**Clock routing**

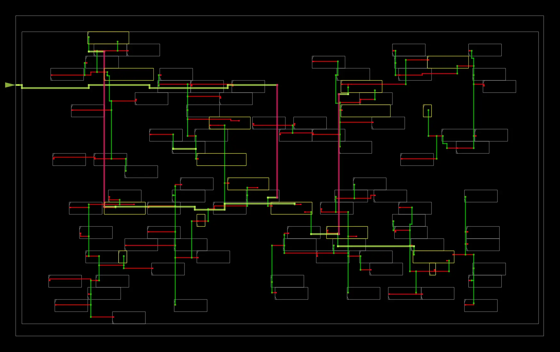
**Where the registers sit**

Other sequential cells in the stronger gray, the rest of the logic in the fainter gray.
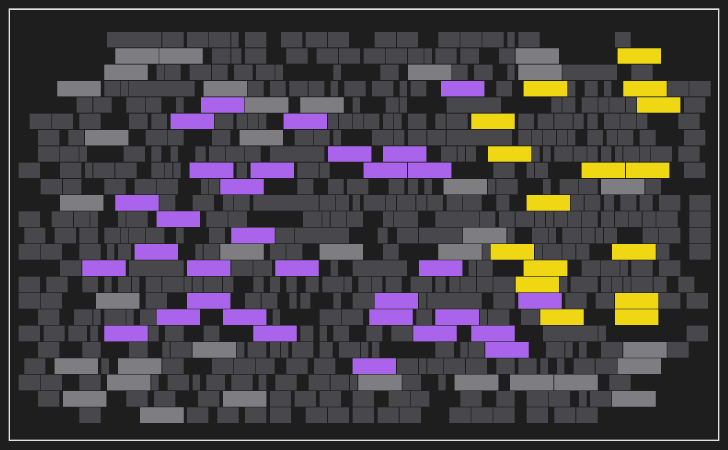
**Signal wires on met1**

Supply wires on this layer in gray.
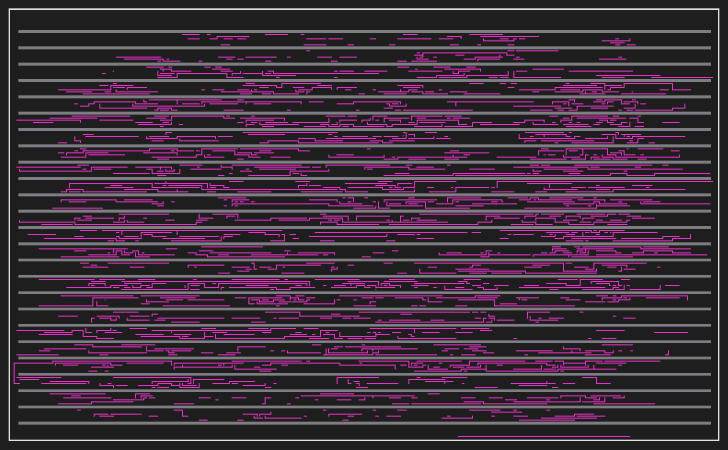
**Selected gate families**

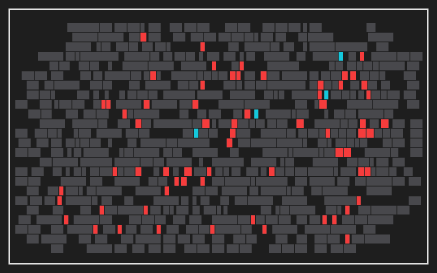
**Supply network**

Pins as bars on the die edge.
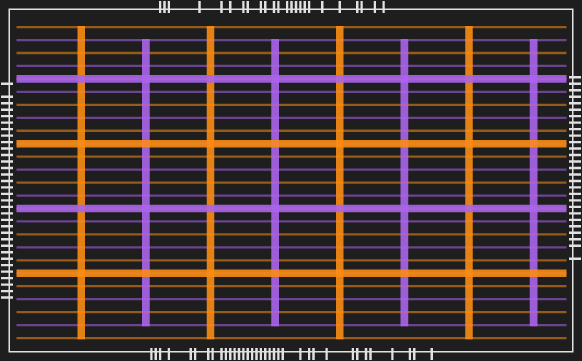
### src/rtl/xor_descrambler_if.sv
// Word-stream bundle for xor_descrambler.
//   seed_valid/seed        : LFSR seed load strobe and value (source -> block)
//   in_valid/in_ready/in_data    : scrambled word handshake (source -> block)
//   out_valid/out_ready/out_data : descrambled word handshake (block -> sink)
//   seeded/word_count      : status (block -> observer)
// slave = the descrambler; master = the environment driving it.
interface xor_descrambler_if #(parameter int WIDTH = 32);
  logic             seed_valid;
  logic [WIDTH-1:0] seed;
  logic             in_valid;
  logic             in_ready;
  logic [WIDTH-1:0] in_data;
  logic             out_valid;
  logic             out_ready;
  logic [WIDTH-1:0] out_data;
  logic             seeded;
  logic [15:0]      word_count;

  modport master (
    output seed_valid, seed, in_valid, in_data, out_ready,
    input  in_ready, out_valid, out_data, seeded, word_count
  );

  modport slave (
    input  seed_valid, seed, in_valid, in_data, out_ready,
    output in_ready, out_valid, out_data, seeded, word_count
  );
endinterface

### src/rtl/xor_descrambler.sv
// Additive stream descrambler. Each accepted word is XORed with the current
// Galois-LFSR keystream word, which then advances one step. Output is a single
// register stage that can drain and refill in the same cycle.
//   clk   : rising-edge clock
//   rst_n : synchronous active-low reset
//   bus   : xor_descrambler_if.slave (seed load, input/output handshakes, status)
module xor_descrambler #(
  parameter int               WIDTH = 32,
  parameter logic [WIDTH-1:0] POLY  = 32'h04C11DB7
) (
  input logic               clk,
  input logic               rst_n,
  xor_descrambler_if.slave  bus
);

  typedef enum logic {UNSEEDED = 1'b0, RUN = 1'b1} state_t;

  state_t           state, state_nxt;
  logic [WIDTH-1:0] key;
  logic [WIDTH-1:0] key_step;
  logic [WIDTH-1:0] out_data_q;
  logic             out_valid_q;
  logic [15:0]      word_count_q;
  logic             seeded;
  logic             in_ready;
  logic             accept;

  // FSM: only leaves UNSEEDED on a seed load; reset is the only way back.
  always_ff @(posedge clk) begin
    if (!rst_n) state <= UNSEEDED;
    else        state <= state_nxt;
  end

  always_comb begin
    state_nxt = state;
    if (state == UNSEEDED && bus.seed_valid) state_nxt = RUN;
  end

  assign seeded   = (state == RUN);
  // Output register is free if empty or being drained this cycle.
  assign in_ready = seeded && (!out_valid_q || bus.out_ready);
  assign accept   = bus.in_valid && in_ready;
  assign key_step = {key[WIDTH-2:0], 1'b0} ^ (key[WIDTH-1] ? POLY : '0);

  always_ff @(posedge clk) begin
    if (!rst_n) begin
      key          <= '0;
      out_data_q   <= '0;
      out_valid_q  <= 1'b0;
      word_count_q <= '0;
    end else begin
      if (accept) begin
        // Uses the key as it was before this edge, even if a seed lands now.
        out_data_q  <= bus.in_data ^ key;
        out_valid_q <= 1'b1;
      end else if (bus.out_ready) begin
        out_valid_q <= 1'b0;
      end

      // A seed load wins over the advance/increment of a simultaneous accept.
      if (bus.seed_valid) begin
        key          <= (bus.seed == '0) ? WIDTH'(1) : bus.seed;
        word_count_q <= '0;
      end else if (accept) begin
        key          <= key_step;
        word_count_q <= word_count_q + 16'd1;
      end
    end
  end

  assign bus.in_ready   = in_ready;
  assign bus.out_valid  = out_valid_q;
  assign bus.out_data   = out_data_q;
  assign bus.seeded     = seeded;
  assign bus.word_count = word_count_q;

endmodule

### src/flat_wrapper.sv
// flat-port wrapper written by rule: the top's interface ports become plain ports
module xor_descrambler_flat 
#(
  parameter int               WIDTH = 32,
  parameter logic [WIDTH-1:0] POLY  = 32'h04C11DB7
)
  (clk, rst_n, bus_seed_valid, bus_seed, bus_in_valid, bus_in_data, bus_out_ready, bus_in_ready, bus_out_valid, bus_out_data, bus_seeded, bus_word_count);
  xor_descrambler_if #(.WIDTH(WIDTH)) bus_i ();
  input logic clk;
  input logic rst_n;
  input wire logic [$bits(bus_i.seed_valid)-1:0] bus_seed_valid;
  input wire logic [$bits(bus_i.seed)-1:0] bus_seed;
  input wire logic [$bits(bus_i.in_valid)-1:0] bus_in_valid;
  input wire logic [$bits(bus_i.in_data)-1:0] bus_in_data;
  input wire logic [$bits(bus_i.out_ready)-1:0] bus_out_ready;
  output wire logic [$bits(bus_i.in_ready)-1:0] bus_in_ready;
  output wire logic [$bits(bus_i.out_valid)-1:0] bus_out_valid;
  output wire logic [$bits(bus_i.out_data)-1:0] bus_out_data;
  output wire logic [$bits(bus_i.seeded)-1:0] bus_seeded;
  output wire logic [$bits(bus_i.word_count)-1:0] bus_word_count;
  assign bus_i.seed_valid = bus_seed_valid;
  assign bus_i.seed = bus_seed;
  assign bus_i.in_valid = bus_in_valid;
  assign bus_i.in_data = bus_in_data;
  assign bus_i.out_ready = bus_out_ready;
  assign bus_in_ready = bus_i.in_ready;
  assign bus_out_valid = bus_i.out_valid;
  assign bus_out_data = bus_i.out_data;
  assign bus_seeded = bus_i.seeded;
  assign bus_word_count = bus_i.word_count;
  xor_descrambler #(.WIDTH(WIDTH), .POLY(POLY)) u_core (.clk(clk), .rst_n(rst_n), .bus(bus_i));
endmodule
### config.mk
export PLATFORM = sky130hd
export DESIGN_NAME = xor_descrambler_flat
export DESIGN_NICKNAME = d
export VERILOG_FILES = /design/src/rtl/xor_descrambler_if.sv /design/src/rtl/xor_descrambler.sv /design/src/flat_wrapper.sv
export SDC_FILE = /design/constraint.sdc
export NUM_CORES = 1
export LEC_CHECK = 0
export CAP_MARGIN = 20
export CORE_ASPECT_RATIO = 0.6
export CORE_MARGIN = 1
export CORE_UTILIZATION = 47
export CTS_CLUSTER_DIAMETER = 30
export DETAILED_ROUTE_END_ITERATION = 6
export PLACE_DENSITY = 0.81
export SLEW_MARGIN = 10
export SYNTH_ARGS = -nofsm -noshare
export SYNTH_HDL_FRONTEND = slang
export SYNTH_SLANG_ARGS = --single-unit
### constraint.sdc
create_clock -name clk -period 2.05 [get_ports clk]
set_input_delay 0.3075 -clock clk [delete_from_list [all_inputs] [get_ports clk]]
set_output_delay 0.3075 -clock clk [all_outputs]
set_load 0.03 [all_outputs]
==> flow_metrics.tcl <==
# collected from the flow reports
set metrics [dict create \
    outcome "completed" \
    cp.required_ns 1.74 \
    adder_share 0.003298 \
    critical_path.endpoint "bus_seeded" \
    grt_max_degree 58 \
    cts.clk_slew.worst_paths_ns 0.06 \
    end_kind "output port" \
    cts_setup_buffers 0 \
    logic_gate_count 306 \
    buffer_area_frac 0.2437 \
    p_sw_frac 0.2438 \
    fin_crit_ns 1.855 \
    r2r_end "u_core.bus.word_count[10]" \
    crit_fanout 8 \
    busiest_layer "met2" \
    seq_area_frac_synth 0.4327 \
    syn_inst 424 \
    syn_area_um2 3794 \
    cts_hold_buf 0 \
    ys_chip_area_um2 3794 \
    p_int_mw 3.244 \
    syn_to_final_growth_pct 44.29 \
    topCombFamilyByArea "AND-OR/OR-AND gates" \
    sh_seq_area 0.2999 \
    finalWorstSetupSlack_ns 0.1950 \
    synthTopCellsByCount "dfxtp_1 (82), xnor2_1 (49), nor2_1 (46)" \
    die_area_um2 8447 \
    top_area_cell "dfxtp_1" \
    crit_type "register to output port" \
    critPathMaxStageDelay_ns 0.67 \
    routed_via_density 5.544 \
    fillers 567 \
    clkCellAreaFrac 0.06103 \
    final_cell_mix "clkdlybuf4s50_1 (118), dfxtp_1 (82), xnor2_1 (49)" \
    xor_share 0.1201 \
    num-nonclk-inverters 4 \
    drc 0 \
    mux_area_frac 0.05013 \
    nClkBuffers 10 \
    ys_types 37 \
    min-delay-start "u_core.bus.word_count[15]" \
    reg2reg_from "u_core.bus.word_count[0]" \
    vias 3587 \
    grt_pass1_vias 3351 \
    clock-root-buffer "clkbuf_16" \
    aoi_share 0.1863 \
    grtUsageTotal 0.2481 \
    worstPathArrival_ns 1.55 \
    cts_resized 0 \
    initCoreUtil 0.5033 \
    total_power_mw 4.289 \
    yosysCellCount 424 \
    top_cells_by_area "dfxtp_1 (43%), xnor2_1 (11%), a211oi_1 (6.7%), mux2i_1 (5.0%), nor2_1 (4.6%)" \
    grt_pass1_wl_um 16460 \
    wl_um 10130 \
    cp_slowest_cell "clkdlybuf4s50_1" \
    p_leak_nw 2.021 \
    hold_path_class "register to register" \
    wl_met3_um 686 \
    n_antenna_cell 0 \
    use_met2 0.3797 \
    dp_hpwl_um 7263 \
    p_clk_frac 0.421 \
]
About 'clock routing':
Power Clock: 1.80 mW
TritonCTS buffer count: 9
sequential cells: 82

About 'where the registers sit':
yellow -> u_core.bus.word_count  # flops 16
purple -> u_core.key  # flops 32

About 'signal wires on met1':
longest straight run = 35.9 um
wire length on this layer = 4880 um

About 'selected gate families':
cyan -> inv cells  # cells 4
red -> nand cells  # cells 65

About 'supply network':
orange -> VSS
purple -> VDD
signal pins = 120
met1 rails = 25
rows = 24
met5 straps = 4
met4 straps = 8

Power figures rest on the tool's default switching activity, not on a simulated workload.
